[config.mk]
export PLATFORM = sky130hd
export DESIGN_NAME = nand_target
export DESIGN_NICKNAME = d
export VERILOG_FILES = /design/src/rtl/nand_target.sv
export SDC_FILE = /design/constraint.sdc
export NUM_CORES = 2
export LEC_CHECK = 0
export CORE_UTILIZATION = 45
export DETAILED_ROUTE_END_ITERATION = 8
export SYNTH_ARGS = -nofsm -noshare
export SYNTH_HDL_FRONTEND = slang
export SYNTH_SLANG_ARGS = --single-unit
export TNS_END_PERCENT = 30
[constraint.sdc]
create_clock -name P_clk -period 5.75 [get_ports P_clk]
set_input_delay 1.15 -clock P_clk [delete_from_list [all_inputs] [get_ports P_clk]]
set_output_delay 1.15 -clock P_clk [all_outputs]
set_load 0.02 [all_outputs]
[src/rtl/nand_target.sv]
// NAND flash responder: oversamples the async NAND strobes on P_clk, decodes the
// reset/read/program/erase/status command set and serves a small page array.
module nand_target #(
  parameter int PAGE_BYTES = 16,
  parameter int NUM_PAGES  = 8,
  parameter int T_R        = 20,
  parameter int T_PROG     = 40,
  parameter int T_ERASE    = 60,
  parameter int T_RST      = 8
) (
  input  logic       P_clk,
  input  logic       P_rst,
  input  logic       F_nCE,
  input  logic       F_CLE,
  input  logic       F_ALE,
  input  logic       F_nWE,
  input  logic       F_nRE,
  input  logic       F_nWP,
  input  logic [7:0] F_DIO_in,
  output logic [7:0] F_DIO_out,
  output logic       F_DIO_oe,
  output logic       F_nRB
);

  localparam int CW    = $clog2(PAGE_BYTES);
  localparam int PW    = $clog2(NUM_PAGES);
  localparam int AW    = CW + PW;
  localparam int MEM_N = PAGE_BYTES * NUM_PAGES;

  typedef struct packed {
    logic nce;
    logic cle;
    logic ale;
    logic nwe;
    logic nre;
    logic nwp;
  } pins_t;

  localparam pins_t PINS_IDLE = '{nce: 1'b1, cle: 1'b0, ale: 1'b0,
                                  nwe: 1'b1, nre: 1'b1, nwp: 1'b1};

  typedef enum logic [3:0] {
    S_INIT, S_IDLE, S_RADDR, S_PADDR, S_RCONF,
    S_DIN, S_EADDR, S_ECONF, S_BUSY, S_DOUT
  } state_t;

  typedef enum logic [1:0] {OP_READ, OP_PROG, OP_ERASE, OP_RST} op_t;

  // two-flop synchronisers; a third flop on the strobes gives edge detect
  pins_t      p1, p2;
  logic       we3, re3;
  logic [7:0] d1, d2;

  always_ff @(posedge P_clk) begin
    if (P_rst) begin
      p1  <= PINS_IDLE;
      p2  <= PINS_IDLE;
      we3 <= 1'b1;
      re3 <= 1'b1;
      d1  <= '0;
      d2  <= '0;
    end else begin
      p1  <= '{F_nCE, F_CLE, F_ALE, F_nWE, F_nRE, F_nWP};
      p2  <= p1;
      we3 <= p2.nwe;
      re3 <= p2.nre;
      d1  <= F_DIO_in;
      d2  <= d1;
    end
  end

  logic we_rise, re_fall, re_rise, cmd_ev, adr_ev, dat_ev;
  assign we_rise = ~p2.nce & p2.nwe & ~we3;
  assign re_fall = ~p2.nce & ~p2.nre & re3 & ~we_rise;
  assign re_rise = ~p2.nce & p2.nre & ~re3 & ~we_rise;
  assign cmd_ev  = we_rise & p2.cle & ~p2.ale;
  assign adr_ev  = we_rise & p2.ale & ~p2.cle;
  assign dat_ev  = we_rise & ~p2.ale & ~p2.cle;

  state_t                       state, state_n;
  op_t                          op, busy_op;
  logic [7:0]                   mem [MEM_N];
  logic [PAGE_BYTES-1:0][7:0]   page_buf;
  logic [CW-1:0]                col, col0;
  logic [PW-1:0]                page;
  logic [2:0]                   acnt;
  logic [AW-1:0]                init_idx;
  logic [CW:0]                  bidx;
  logic [15:0]                  cnt, busy_len;
  logic                         fail, prot, stat, oe_r;
  logic [7:0]                   dout;
  logic                         busy_go, stat_on, stat_off, buf_ff, addr_clr;
  logic                         addr_st, mem_we, copy_en;
  logic [AW-1:0]                mem_a;
  logic [7:0]                   mem_d, status;

  assign F_nRB     = ~(state == S_INIT || state == S_BUSY);
  assign F_DIO_oe  = oe_r & ~p2.nce;
  assign F_DIO_out = dout;
  assign status    = {p2.nwp, F_nRB, 5'b0, fail};
  assign addr_st   = (state == S_RADDR) || (state == S_PADDR) || (state == S_EADDR);

  always_comb begin
    state_n  = state;
    busy_go  = 1'b0;
    busy_op  = OP_RST;
    stat_on  = 1'b0;
    stat_off = 1'b0;
    buf_ff   = 1'b0;
    addr_clr = 1'b0;
    case (state)
      S_INIT:  if (&init_idx) state_n = S_IDLE;
      S_BUSY:  if (cnt == '0) state_n = (op == OP_READ) ? S_DOUT : S_IDLE;
      default: ;
    endcase
    if (state != S_INIT && cmd_ev) begin
      if (d2 == 8'hFF) begin
        busy_go  = 1'b1;
        busy_op  = OP_RST;
        stat_off = 1'b1;
        state_n  = S_BUSY;
      end else if (d2 == 8'h70) begin
        stat_on = 1'b1;
        if (state == S_DOUT) state_n = S_IDLE;
      end else if (state != S_BUSY) begin
        // anything not matching the current sequence drops back to idle
        stat_off = 1'b1;
        addr_clr = 1'b1;
        state_n  = S_IDLE;
        case (state)
          S_IDLE, S_DOUT:
            case (d2)
              8'h00:   state_n = S_RADDR;
              8'h80:   begin state_n = S_PADDR; buf_ff = 1'b1; end
              8'h60:   state_n = S_EADDR;
              default: ;
            endcase
          S_RCONF: if (d2 == 8'h30) begin busy_go = 1'b1; busy_op = OP_READ;  state_n = S_BUSY; end
          S_DIN:   if (d2 == 8'h10) begin busy_go = 1'b1; busy_op = OP_PROG;  state_n = S_BUSY; end
          S_ECONF: if (d2 == 8'hD0) begin busy_go = 1'b1; busy_op = OP_ERASE; state_n = S_BUSY; end
          default: ;
        endcase
      end
    end else if (adr_ev) begin
      case (state)
        S_RADDR:                 if (acnt == 3'd4) state_n = S_RCONF;
        S_PADDR:                 if (acnt == 3'd4) state_n = S_DIN;
        S_EADDR:                 if (acnt == 3'd2) state_n = S_ECONF;
        S_RCONF, S_DIN, S_ECONF: state_n = S_IDLE;
        default: ;
      endcase
    end
  end

  always_comb begin
    busy_len = 16'(T_RST - 1);
    case (busy_op)
      OP_READ:  busy_len = 16'(T_R - 1);
      OP_PROG:  busy_len = 16'(T_PROG - 1);
      OP_ERASE: busy_len = 16'(T_ERASE - 1);
      default:  ;
    endcase
  end

  // one array byte per cycle: init fill, or the busy-phase page copy
  assign copy_en = (state == S_BUSY) && !busy_go && !bidx[CW];
  assign mem_we  = (state == S_INIT) ||
                   (copy_en && !prot && (op == OP_PROG || op == OP_ERASE));
  assign mem_a   = (state == S_INIT) ? init_idx : {page, bidx[CW-1:0]};
  assign mem_d   = (state == S_INIT || op != OP_PROG) ? 8'hFF : page_buf[bidx[CW-1:0]];

  always_ff @(posedge P_clk) begin
    if (mem_we) mem[mem_a] <= mem_d;
  end

  always_ff @(posedge P_clk) begin
    if (P_rst) begin
      state    <= S_INIT;
      op       <= OP_RST;
      page_buf <= '1;
      col      <= '0;
      col0     <= '0;
      page     <= '0;
      acnt     <= '0;
      init_idx <= '0;
      bidx     <= '0;
      cnt      <= '0;
      fail     <= 1'b0;
      prot     <= 1'b0;
      stat     <= 1'b0;
      oe_r     <= 1'b0;
      dout     <= '0;
    end else begin
      state <= state_n;
      if (state == S_INIT) init_idx <= init_idx + AW'(1);
      if (stat_on) stat <= 1'b1;
      else if (stat_off) stat <= 1'b0;
      if (buf_ff) page_buf <= '1;
      if (addr_clr) acnt <= '0;
      if (adr_ev && addr_st) begin
        acnt <= acnt + 3'd1;
        if (state != S_EADDR && acnt == 3'd0) begin
          col  <= d2[CW-1:0];
          col0 <= d2[CW-1:0];
        end
        if ((state != S_EADDR && acnt == 3'd2) || (state == S_EADDR && acnt == 3'd0))
          page <= d2[PW-1:0];
      end
      if (dat_ev && state == S_DIN) begin
        page_buf[col] <= d2;
        col           <= col + CW'(1);
      end
      if (busy_go) begin
        op   <= busy_op;
        cnt  <= busy_len;
        bidx <= '0;
        prot <= 1'b0;
        if (busy_op == OP_PROG || busy_op == OP_ERASE) begin
          prot <= ~p2.nwp;
          fail <= ~p2.nwp;
        end
      end else if (state == S_BUSY) begin
        cnt <= cnt - 16'd1;
        if (!bidx[CW]) bidx <= bidx + (CW+1)'(1);
        if (copy_en && op == OP_READ) page_buf[bidx[CW-1:0]] <= mem[{page, bidx[CW-1:0]}];
        if (cnt == '0 && op == OP_READ) col <= col0;
      end
      if (p2.nce) begin
        oe_r <= 1'b0;
      end else if (re_fall && (stat || state == S_DOUT)) begin
        oe_r <= 1'b1;
        dout <= stat ? status : page_buf[col];
      end else if (re_rise) begin
        oe_r <= 1'b0;
        if (!stat && state == S_DOUT) col <= col + CW'(1);
      end
    end
  end

endmodule

==> flow_summary.yaml <==
# yosys + openroad results
grt:
  grt_pass1_vias: 30400
  grt.overflow.total: 0
  gr-usage-met1_pct: 36.4
  grt_pass1_wl_mm: 217
  use_met3_pct: 4.12
place:
  hpwl_mm: 94.9
  dpl.cell_count: 4832
  routabilityCongestion: 0.889
timing:
  rsz0062_at_grt: "no"
  hold_violations: 0
  maxSlewHeadroom_pct: 2.64
die:
  die_w_um: 343
yosys:
  synthFlopType: "edfxtp_1"
  ys_types: 84
  syn_nets: 3452
  yosysWarnings: 0
  ys_ff: 1242
  synth-async-reset-ratio_pct: 0
setup_path:
  path_depth: 8
  arrival_ns: 5.07
  crit_fanout: 22
  slowest_stage: "dfxtp_1"
  required_ns: 6.13
worst_hold_path:
  min-delay-start: "p1[0]"
cts:
  clk_pin_slew_ns: 0.06
  cts_tree: "done"
  post-cts-setup-buffers: 0
drt:
  highest_layer: "met4"
  dr_wl_met2_mm: 69.3
  via_per_inst: 6.22
job:
  maxCapViolations: 0
final_layout:
  drive_above_1_share_pct: 17.3
outcome:
  status: "finished clean"
power:
  peakVddDrop_mv: 0.274
[cells by family after synthesis]
group	synth area share (%)
multiplexers	14.6
XOR/XNOR	0.468
AND-OR/OR-AND	7.70
buffers and inverters	2.49
adder cells (fa/ha/maj)	0.382
flip-flops	67.0
AND/OR/NAND/NOR	7.34
[synthesized netlist by cell type (all sizes together) (7+ instances only)]
library cell	count	area, um2
o211ai	43	323
mux4	231	5200
inv	19	71.3
nor2	401	1510
clkbuf	112	422
ha	16	200
buf	115	791
o22ai	30	194
nor3	39	195
o21a	14	106
a2111oi	7	86.3
nor4	18	140
a21oi	50	254
xnor2	14	123
nor2b	37	231
o21ai	163	816
o22a	16	140
a221oi	33	289
dfxtp	218	4360
a211o	48	420
a211oi	29	223
a31oi	20	125
nand3b	13	97.6
nand2b	21	131
and2	18	113
xor2	14	123
mux2	27	308
or2	19	119
o221ai	41	359
nand4	16	106
edfxtp	1024	30700
or3	17	106
mux2i	213	2130
nand2	153	574
nand3	55	285
a22oi	43	333
[area by class of cell]
type	instances	area (um2)	area share (%)
multi-input cells	1927	16000	27.4
clock inverters	74	847	1.44
flip-flops and latches	1242	35100	59.9
clock buffers	167	3500	5.96
well taps	1512	1890	3.23
repair buffers	128	1130	1.93
inverters	24	90.1	0.154
[power breakdown]
group,switching (uW),internal (uW)
combinational,183,53.1
sequential,25.8,9630
clock,3650,4950
total,3860,14600
[state kept, by name, indices dropped and copies added, names as in the netlist]
signal / flops
d2: 8
bidx: 5
fail: 1
we3: 1
acnt: 3
re3: 1
page_buf: 128
init_idx: 7
d1: 8
prot: 1
F_DIO_out: 8
p1: 6
page: 3
stat: 1
oe_r: 1
col: 4
cnt: 16
p2: 6
op: 2
mem: 1024
state: 4
col0: 4
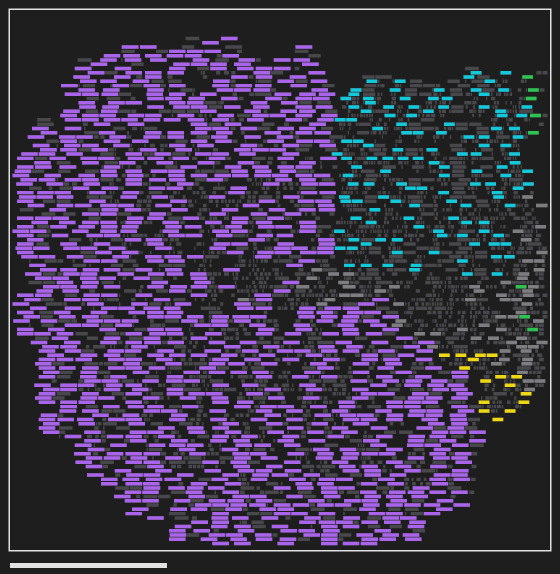
Figure 1: register map, names as in the netlist.
Bar = 100 um. Other sequential cells in the stronger grey, the rest of the logic in the fainter grey.
Key: purple = `mem` [sequential cells 1024]; cyan = `page_buf` [sequential cells 128]; yellow = `cnt` [sequential cells 16]; green = `F_DIO_out` [sequential cells 8]
flop share of the area: 59.9%
Seq. cell area: 35100 um2
final cell utilization of the core: 51.1%
Sequential Power: 9660 uW

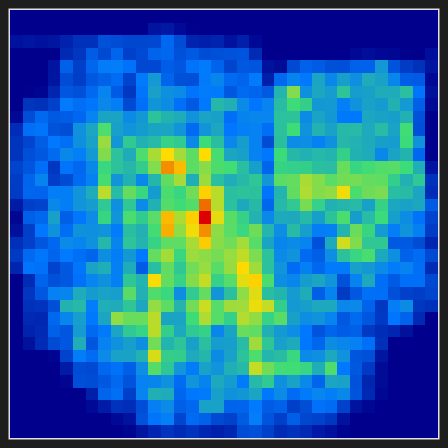
Figure 2: routed metal per tile.
The die is cut into 34 by 34 equal tiles; dark blue is low, red is high, scaled to the fullest tile. Values are wire area over tile area, all layers added.
The fullest tile reaches 0.78. The mean over all tiles is 0.21. 13% of the tiles are over half the peak. 18% of the tiles are nearly empty.
gr usage total: 25.5%
Vias: 31600
routed length per instance: 29.4 um
drt total wl: 149 mm

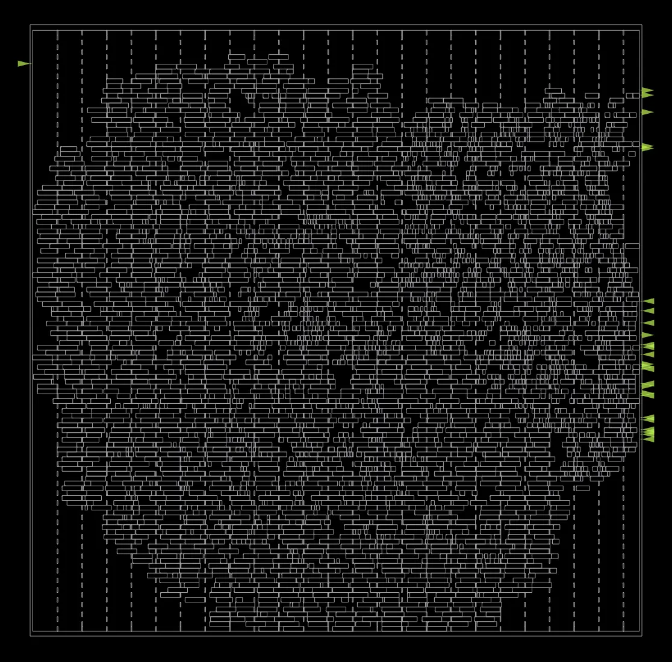
Figure 3: placement view.
FILL cells: 9518
Site Rows: 124
Layout Cells excl Fill: 5074
tap cells: 1512

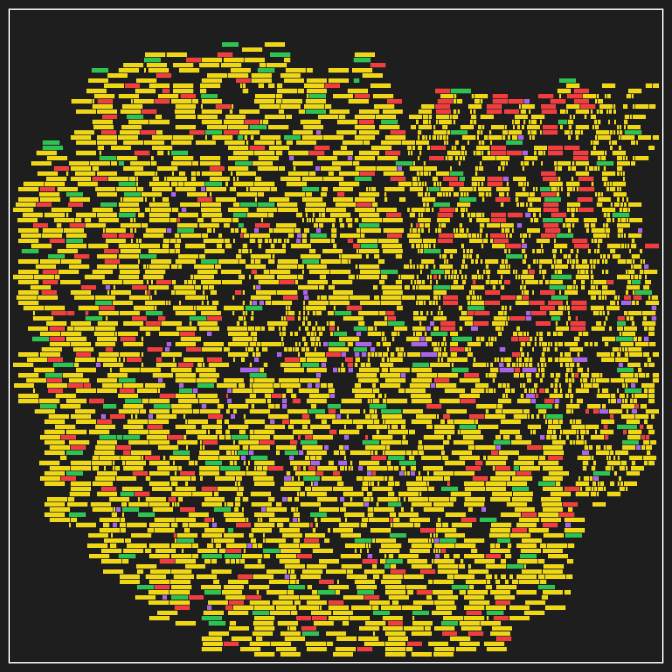
Figure 4: cell sizes after repair.
Key: yellow = _0 and _1 cells [cells 2947, most used edfxtp_1]; red = _2 cells [cells 313, most used mux4_2]; green = _6 and larger [cells 176, most used clkbuf_16]; purple = _3 and _4 cells [cells 126, most used buf_4]
Buffers, non-clock: 128
worst setup margin: 1.06 ns
Post-Layout Inst Area: 58600 um2
Area Growth Syn to Fin: 11.9%

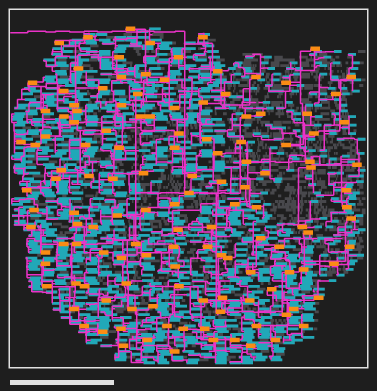
Figure 5: clock network drawn from the DEF.
Bar = 100 um.
Key: orange = clock drivers [count 133]; cyan = flip-flops [count 1242]; magenta = clock wires [length 14800 um]
Position of the flops: spread over the die. There are 134 routed clock nets.
Setup Skew: 0.0263 ns
Clock Latency Late Sink: 0.76 ns
power of the clock network: 8600 uW
share of total power in the clock network: 46.5%

Power is estimated from default activity; no workload was simulated.
